===== src/rtl/seq_divider_if.sv =====
// seq_divider_if
// Groups the request/response signals of the sequential divider.
//   start, signed_op, dividend, divisor       : request, driven by the master
//   busy, done, quotient, remainder, div_by_zero : response, driven by the divider
// Modports:
//   master : the client issuing divisions
//   slave  : the divider itself
interface seq_divider_if #(
  parameter int WIDTH = 8
);
  logic             start;
  logic             signed_op;
  logic [WIDTH-1:0] dividend;
  logic [WIDTH-1:0] divisor;
  logic             busy;
  logic             done;
  logic [WIDTH-1:0] quotient;
  logic [WIDTH-1:0] remainder;
  logic             div_by_zero;

  modport master (
    output start, signed_op, dividend, divisor,
    input  busy, done, quotient, remainder, div_by_zero
  );

  modport slave (
    input  start, signed_op, dividend, divisor,
    output busy, done, quotient, remainder, div_by_zero
  );
endinterface


===== src/rtl/seq_divider.sv =====
// seq_divider
// Multi-cycle restoring integer divider, one shift-subtract step per clock.
// One division in flight at a time. Quotient truncates toward zero and the
// remainder takes the sign of the dividend. Latency from accepted start to
// done is WIDTH+1 clocks.
// Parameters:
//   WIDTH     : operand/result width (>= 2)
//   SIGNED_EN : 1 = bus.signed_op honoured, 0 = always unsigned
// Ports:
//   clk   : rising-edge clock
//   rst_n : asynchronous active-low reset
//   bus   : seq_divider_if slave modport (request in, registered results out)
module seq_divider #(
  parameter int WIDTH     = 8,
  parameter bit SIGNED_EN = 1'b1
) (
  input  logic         clk,
  input  logic         rst_n,
  seq_divider_if.slave bus
);

  localparam int CW = $clog2(WIDTH + 1);

  typedef enum logic [1:0] {
    IDLE,
    CALC,
    FIX,
    DONE
  } state_t;

  state_t state_q, state_d;

  logic [WIDTH-1:0] rem_q;
  logic [WIDTH-1:0] quo_q;
  logic [WIDTH-1:0] dvs_mag_q;
  logic [CW-1:0]    cnt_q;
  logic             dvd_neg_q;
  logic             quo_neg_q;
  logic             dbz_q;

  logic [WIDTH-1:0] quotient_q;
  logic [WIDTH-1:0] remainder_q;
  logic             dbz_out_q;

  logic             is_signed;
  logic             dvd_in_neg;
  logic             dvs_in_neg;
  logic [WIDTH-1:0] dvd_mag_in;
  logic [WIDTH-1:0] dvs_mag_in;
  logic [WIDTH:0]   shifted;
  logic [WIDTH:0]   trial;
  logic             trial_ok;

  always_ff @(posedge clk or negedge rst_n) begin
    if (!rst_n) begin
      state_q <= IDLE;
    end else begin
      state_q <= state_d;
    end
  end

  always_comb begin
    state_d = state_q;
    case (state_q)
      IDLE, DONE: state_d = bus.start ? CALC : IDLE;
      CALC:       if (cnt_q == CW'(1)) state_d = FIX;
      FIX:        state_d = DONE;
      default:    state_d = IDLE;
    endcase
  end

  // Operand magnitudes; unary minus maps the most-negative value onto
  // 2^(WIDTH-1), which the unsigned core handles directly.
  always_comb begin
    is_signed  = SIGNED_EN && bus.signed_op;
    dvd_in_neg = is_signed && bus.dividend[WIDTH-1];
    dvs_in_neg = is_signed && bus.divisor[WIDTH-1];
    dvd_mag_in = dvd_in_neg ? -bus.dividend : bus.dividend;
    dvs_mag_in = dvs_in_neg ? -bus.divisor  : bus.divisor;
  end

  // The partial remainder is always below the divisor, so the shifted value
  // minus the divisor fits in WIDTH+1 bits and its MSB is a true sign bit.
  always_comb begin
    shifted  = {rem_q, quo_q[WIDTH-1]};
    trial    = shifted - {1'b0, dvs_mag_q};
    trial_ok = ~trial[WIDTH];
  end

  // quo_q starts out holding the dividend magnitude; its bits shift out into
  // the partial remainder while quotient bits shift in from the bottom.
  // A zero divisor makes every trial succeed, leaving the dividend magnitude
  // as remainder, so after sign fix-up the remainder is the original dividend
  // and only the quotient needs overriding.
  always_ff @(posedge clk or negedge rst_n) begin
    if (!rst_n) begin
      rem_q       <= '0;
      quo_q       <= '0;
      dvs_mag_q   <= '0;
      cnt_q       <= '0;
      dvd_neg_q   <= 1'b0;
      quo_neg_q   <= 1'b0;
      dbz_q       <= 1'b0;
      quotient_q  <= '0;
      remainder_q <= '0;
      dbz_out_q   <= 1'b0;
    end else begin
      case (state_q)
        IDLE, DONE: begin
          if (bus.start) begin
            dvd_neg_q <= dvd_in_neg;
            quo_neg_q <= dvd_in_neg ^ dvs_in_neg;
            dbz_q     <= (bus.divisor == '0);
            dvs_mag_q <= dvs_mag_in;
            quo_q     <= dvd_mag_in;
            rem_q     <= '0;
            cnt_q     <= CW'(WIDTH);
          end
        end
        CALC: begin
          rem_q <= trial_ok ? trial[WIDTH-1:0] : shifted[WIDTH-1:0];
          quo_q <= {quo_q[WIDTH-2:0], trial_ok};
          cnt_q <= cnt_q - CW'(1);
        end
        FIX: begin
          if (dbz_q) begin
            quotient_q <= '1;
          end else begin
            quotient_q <= quo_neg_q ? -quo_q : quo_q;
          end
          remainder_q <= dvd_neg_q ? -rem_q : rem_q;
          dbz_out_q   <= dbz_q;
        end
        default: begin
        end
      endcase
    end
  end

  assign bus.busy        = (state_q == CALC) || (state_q == FIX);
  assign bus.done        = (state_q == DONE);
  assign bus.quotient    = quotient_q;
  assign bus.remainder   = remainder_q;
  assign bus.div_by_zero = dbz_out_q;

endmodule


===== src/flat_wrapper.sv =====
// flat-port wrapper written by rule: the top's interface ports become plain ports
module seq_divider_flat 
#(
  parameter int WIDTH     = 8,
  parameter bit SIGNED_EN = 1'b1
)
  (clk, rst_n, bus_start, bus_signed_op, bus_dividend, bus_divisor, bus_busy, bus_done, bus_quotient, bus_remainder, bus_div_by_zero);
  seq_divider_if #(.WIDTH(WIDTH)) bus_i ();
  input  logic clk;
  input  logic rst_n;
  input wire logic [$bits(bus_i.start)-1:0] bus_start;
  input wire logic [$bits(bus_i.signed_op)-1:0] bus_signed_op;
  input wire logic [$bits(bus_i.dividend)-1:0] bus_dividend;
  input wire logic [$bits(bus_i.divisor)-1:0] bus_divisor;
  output wire logic [$bits(bus_i.busy)-1:0] bus_busy;
  output wire logic [$bits(bus_i.done)-1:0] bus_done;
  output wire logic [$bits(bus_i.quotient)-1:0] bus_quotient;
  output wire logic [$bits(bus_i.remainder)-1:0] bus_remainder;
  output wire logic [$bits(bus_i.div_by_zero)-1:0] bus_div_by_zero;
  assign bus_i.start = bus_start;
  assign bus_i.signed_op = bus_signed_op;
  assign bus_i.dividend = bus_dividend;
  assign bus_i.divisor = bus_divisor;
  assign bus_busy = bus_i.busy;
  assign bus_done = bus_i.done;
  assign bus_quotient = bus_i.quotient;
  assign bus_remainder = bus_i.remainder;
  assign bus_div_by_zero = bus_i.div_by_zero;
  seq_divider #(.WIDTH(WIDTH), .SIGNED_EN(SIGNED_EN)) u_core (.clk(clk), .rst_n(rst_n), .bus(bus_i));
endmodule

===== config.mk =====
export PLATFORM = sky130hd
export DESIGN_NAME = seq_divider_flat
export DESIGN_NICKNAME = d
export VERILOG_FILES = /design/src/rtl/seq_divider_if.sv /design/src/rtl/seq_divider.sv /design/src/flat_wrapper.sv
export SDC_FILE = /design/constraint.sdc
export NUM_CORES = 1
export LEC_CHECK = 0
export CORE_MARGIN = 2
export CORE_UTILIZATION = 35
export DETAILED_ROUTE_END_ITERATION = 7
export PLACE_DENSITY = 0.65
export SLEW_MARGIN = 20
export SYNTH_ARGS = -nofsm -noshare
export SYNTH_HDL_FRONTEND = slang
export SYNTH_SLANG_ARGS = --single-unit

===== constraint.sdc =====
create_clock -name clk -period 2.6 [get_ports clk]
set_input_delay 0.52 -clock clk [delete_from_list [all_inputs] [get_ports clk]]
set_output_delay 0.52 -clock clk [all_outputs]
set_load 0.01 [all_outputs]

layer_met1.png
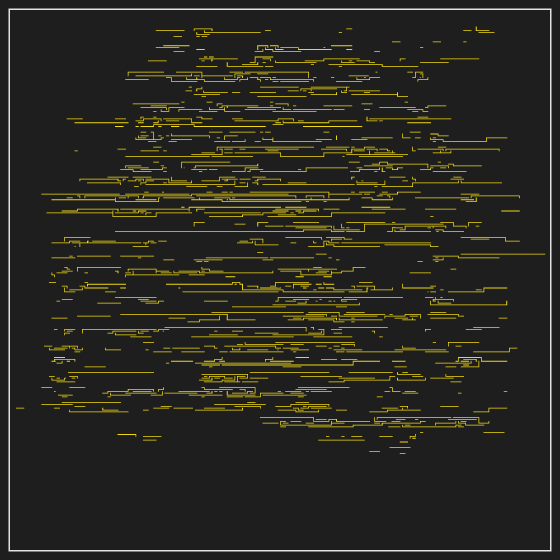
388 nets have wire on it. The layer carries 3360 um of wire. The layer holds 51% of the routed length. The longest straight run is 34.0 um. The wires run mostly horizontal.
met1 demand-to-capacity share in global routing: 21.3%
detailed-route via count: 2552
wire length after detailed routing: 6.59 mm

layer_met3.png
The bar under the picture is 20 um long.
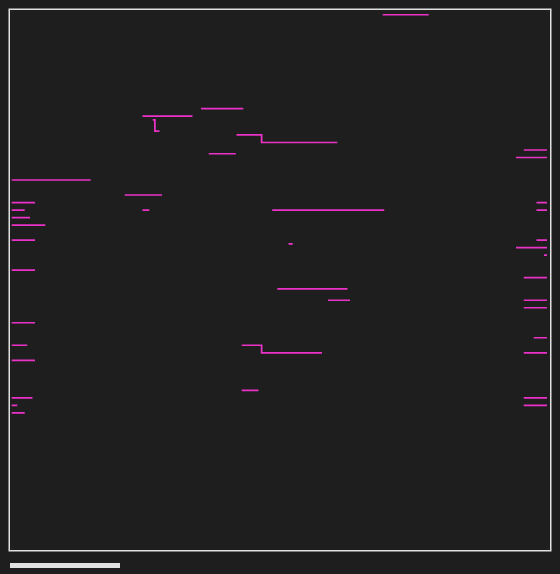
The wires run mostly horizontal. The longest straight run is 20.0 um. The layer holds 3.2% of the routed length. The layer carries 211 um of wire. 38 nets have wire on it.
global routing usage on met3: 2.29%

[layout by cell type (no fill, tap or decap), types with 5 or more instances in the layout]
cell type,synthesis,layout
sky130_fd_sc_hd__or3_1,7,7
sky130_fd_sc_hd__nor2_1,34,34
sky130_fd_sc_hd__dfrtp_1,50,49
sky130_fd_sc_hd__nand3_1,14,14
sky130_fd_sc_hd__clkdlybuf4s50_1,0,37
sky130_fd_sc_hd__nor3_1,7,7
sky130_fd_sc_hd__o21ai_0,33,33
sky130_fd_sc_hd__xnor2_1,17,17
sky130_fd_sc_hd__ha_1,17,17
sky130_fd_sc_hd__nand2_1,47,47
sky130_fd_sc_hd__a21oi_1,35,35
sky130_fd_sc_hd__o31ai_1,7,6
sky130_fd_sc_hd__mux2i_1,8,8
sky130_fd_sc_hd__buf_4,0,12
sky130_fd_sc_hd__clkbuf_8,0,5
sky130_fd_sc_hd__xor2_1,9,9
sky130_fd_sc_hd__inv_1,26,26
[worst register-to-register path: cells and delay by family (launching register included)]
kind            cells  cell delay [ns]
simple gates        2             0.27
mux                 1             0.34
buf+inv             2             0.12
flops               1             0.45
fa+ha+maj           2             0.52
compound gates      3             0.68
[stage by stage]
step | hold WS, ns | instances
floorplan | 0.224 | 360
detailed placement | 0.474 | 503
finish | 0.302 | 510
global placement | 0.467 | 503
CTS | 0.331 | 510
global route | 0.359 | 510
[report_power, final]
part           internal [W]  switching, W
sequential          0.00110      0.000273
clock              0.000184      0.000266
combinational       0.00115       0.00130
total               0.00243       0.00184
[flip-flops by register name, summed over array words and instances (netlist names)]
| register | cells |
|---|---|
| u_core.dbz_q | 1 |
| u_core.rem_q | 8 |
| u_core.bus.quotient | 8 |
| u_core.bus.remainder | 8 |
| u_core.state_q | 2 |
| u_core.dvs_mag_q | 8 |
| u_core.quo_neg_q | 1 |
| u_core.dvd_neg_q | 1 |
| u_core.cnt_q | 4 |
| u_core.quo_q | 8 |
| u_core.bus.div_by_zero | 1 |
[final cells by class]
type                       count  area share [%]
sequential                    50            33.7
timing repair buffer          50            12.5
clock inverter                 2           0.404
clock buffer                   5            1.85
tap                          108            3.64
multi-input combinational    269            45.2
inverter                      26            2.63
[what timing repair did]
action	CTS	global route
gates resized	0	3
hold buffers	0	0
setup endpoints to repair	0	1
[worst paths after layout]
kind | start | end | slack (ns) | depth (start not counted)
setup / recovery | u_core.quo_q[7] | u_core.rem_q[7] | 0.17 | 10
hold / removal | rst_n | u_core.bus.quotient[4] | 0.30 | 2
setup reg to reg | u_core.quo_q[7] | u_core.rem_q[7] | 0.17 | 10
hold reg to reg | u_core.dvs_mag_q[4] | u_core.dvs_mag_q[4] | 0.49 | 2
max in group asynchronous | rst_n | u_core.quo_q[7] | 1.83 | 2
min in group clk | u_core.dvs_mag_q[4] | u_core.dvs_mag_q[4] | 0.49 | 2
[metal layers]
metal / GRT usage, % / wire length, um / share of wire [%] / vias to the layer above
met3: 2.29 / 211 / 3.2 / 5
met1: 21.3 / 3360 / 51 / 1185
met4: 3.53 / 73 / 1.1 / 0
met5: 0 / 0 / 0 / -
li1: - / - / - / 1310
met2: 23.6 / 2950 / 45 / 52
==> summary.txt <==
Main metrics from the flow reports.

The per-cell via count in the routed design came out at 5.00. The number of antenna-violating nets in the routed design is 0. The worst path buffer plus inverter count came out at 2. The main combinational cell family by area after synthesis is AND-OR/OR-AND gates. The number of nets at floorplan is 398. The flow ran to the end, and the final reports show no timing, DRC or antenna violations. Summing over the stages, the warning tally comes to 29. The critical path required time is 2.85 ns. Counting along the longest clock path gives a buffer depth of 2.

The pre-CTS setup check shows a worst slack of around 0.15 ns. The worst setup path is launched from a flip-flop. The number of antenna violations at the first check in global routing was 0. The largest total area in the synthesized netlist belongs to sky130_fd_sc_hd__dfrtp_1. The number of rows created at floorplan came out at 34. The script parses the final routing iteration and logs DRC violations as 0. The worst setup path is captured at a flip-flop.

The leading register cell type out of synthesis is sky130_fd_sc_hd__dfrtp_1. The count of library flops with an enable pin came out at 0. The TritonCTS clock tree is done. The post-CTS setup buffer count came out at 0. The final count of hold timing violations came out at 0. The count of filler cells inserted in the layout is between 800 and 900. The area of the die is between 9000 and 10000 um^2. The cell area after placement came out at 3620 um^2.

With fillers left out, the area of the finished cells amounts to 3710 um^2. The synthesized instance count came out at about 360. The cell that appears most often on the critical path is sky130_fd_sc_hd__inv_1. On the worst setup and hold paths after CTS, the clock-pin slew comes to 0.10 ns. In the global route stage, overall resource usage came out at 14.8%. The xor and xnor area share after synthesis is 7.40%.

The largest voltage drop on the vdd net came out at 318 uV. The number of global-route vias before repair came out at 2420. The maximum number of pins on one net before global-route repair came out at 51. The final worst setup slack is 0.174 ns. The area share of the leading cell type in the synthesized netlist is 40.7%. Listed in order, past its start point the critical path passes inv_1 -> ha_1 -> inv_1 -> fa_2 -> a211oi_2 -> nor3_1 -> mux2_4 -> and2_4 -> o31ai_2 -> a32o_1.

The total cells reported by yosys after synthesis is 360. The aoi/oai-family share of the synthesized area came out at 18.0%. The count of clock tree sinks is 50.

The number of levels the H-tree was split into is 2. The arithmetic-cell share of the synthesized area counting full adders, half adders and majority gates is 7.56%. The largest individual stage delay along the critical path comes from the cell sky130_fd_sc_hd__dfrtp_2.

For this run, the final setup violation count is recorded as 0. The total power came out at 0.00427 W. The path class of the tightest hold or removal check is input port to async pin. For this run, the slowest stage of the critical path takes 0.45 ns. For the worst setup path, the data arrival time is 2.67 ns. The leakage power is roughly 1.6 nW.

The area taken by multi-input logic gates is 1680 um^2. Yosys reports that the most numerous cell types are sky130_fd_sc_hd__dfrtp_1, sky130_fd_sc_hd__nand2_1, sky130_fd_sc_hd__a21oi_1, sky130_fd_sc_hd__nor2_1, sky130_fd_sc_hd__o21ai_0. The number of violations reported at the end of detailed-routing iteration 0 came out at 106. The post-layout minimum cycle time came out at 2.43 ns. The setup clock skew after layout is 0.00961 ns. The gate-level netlist out of Yosys references 40 unique cell types. The die is 97.8 um wide. The final tally of max-slew violations is 0. The half-perimeter wire length after detailed placement came out at 5.05 mm.

Setup repair after global routing left no endpoint under its margin. The register share after synthesis came out at between 40% and 50%. The sum of negative setup slack came out at 0 ns. At the floorplan stage, the core utilization is reported as 35.6%. The upper clock frequency limit came out at 412 MHz.

According to the floorplan report, the die height is 97.8 um. The Yosys warning count is 0. For this sky-water flow run, the detailed-routed wirelength per cell is reported as roughly 13 um. The pre-antenna-repair detailed-routing pass consisted of 4 iterations. At the pin with the least slew margin, the transition time is roughly 0.63 ns. The leftover overflow at the end of global routing is 0.

The dominant cell by count in the synthesized netlist is sky130_fd_sc_hd__dfrtp_1. The average instance in the mapped netlist occupies 8.55 um^2. The fraction of registers with async set or reset after synthesis came out at 100%.

The simple logic cell fraction of the synthesized area is between 10% and 20%. The portion of netlist area occupied by mux cells came out at 4.19%. The share of the core filled with cells in the final layout came out at between 40% and 50%. The area of the core region is about 8600 um^2. The area reported by Yosys stat is roughly 3000 um^2. The post-synthesis to final-layout area growth came out at 20.7%. The number of max-cap violations is 0. The quantity of I/O buffers inserted on ports came out at 38. The congestion estimate from routability-driven global placement came to 0.833. The count of state elements after synthesis is 50. The synthesized netlist occupies a cell area of between 3000 and 4000 um^2. At the later pin of the worst-skew pair, clock insertion delay measures about 0.31 ns.

The ratio of final minimum period to clock period came out at 93.3%. The family with the most delay on the worst path is AND-OR/OR-AND gates. The I/O pin count is 39. The largest driver fanout on the critical path came out at 5.

The power density over the cells came out at 1150 nW/um^2. The critical path is of the flip-flop to flip-flop type. The worst pin sits at a relative slew slack of between 50% and 60%.

CTS added clock buffers totalling 5. The wire length of the first global-routing pass came out at 11.7 mm. Yosys attributes the largest share of cell area to sky130_fd_sc_hd__dfrtp_1, sky130_fd_sc_hd__ha_1, sky130_fd_sc_hd__nand2_1, sky130_fd_sc_hd__a21oi_1, sky130_fd_sc_hd__o21ai_0. The area taken by flip-flops and latches came out at 1250 um^2. The number of nets at the end of the flow came out at 440. The proportion of layout cells with a drive suffix above 1 came out at under 10%. The final antenna diode count is 0. CTS placed an instance of sky130_fd_sc_hd__clkbuf_8 at the clock tree root.
Power and IR drop assume default switching activity.
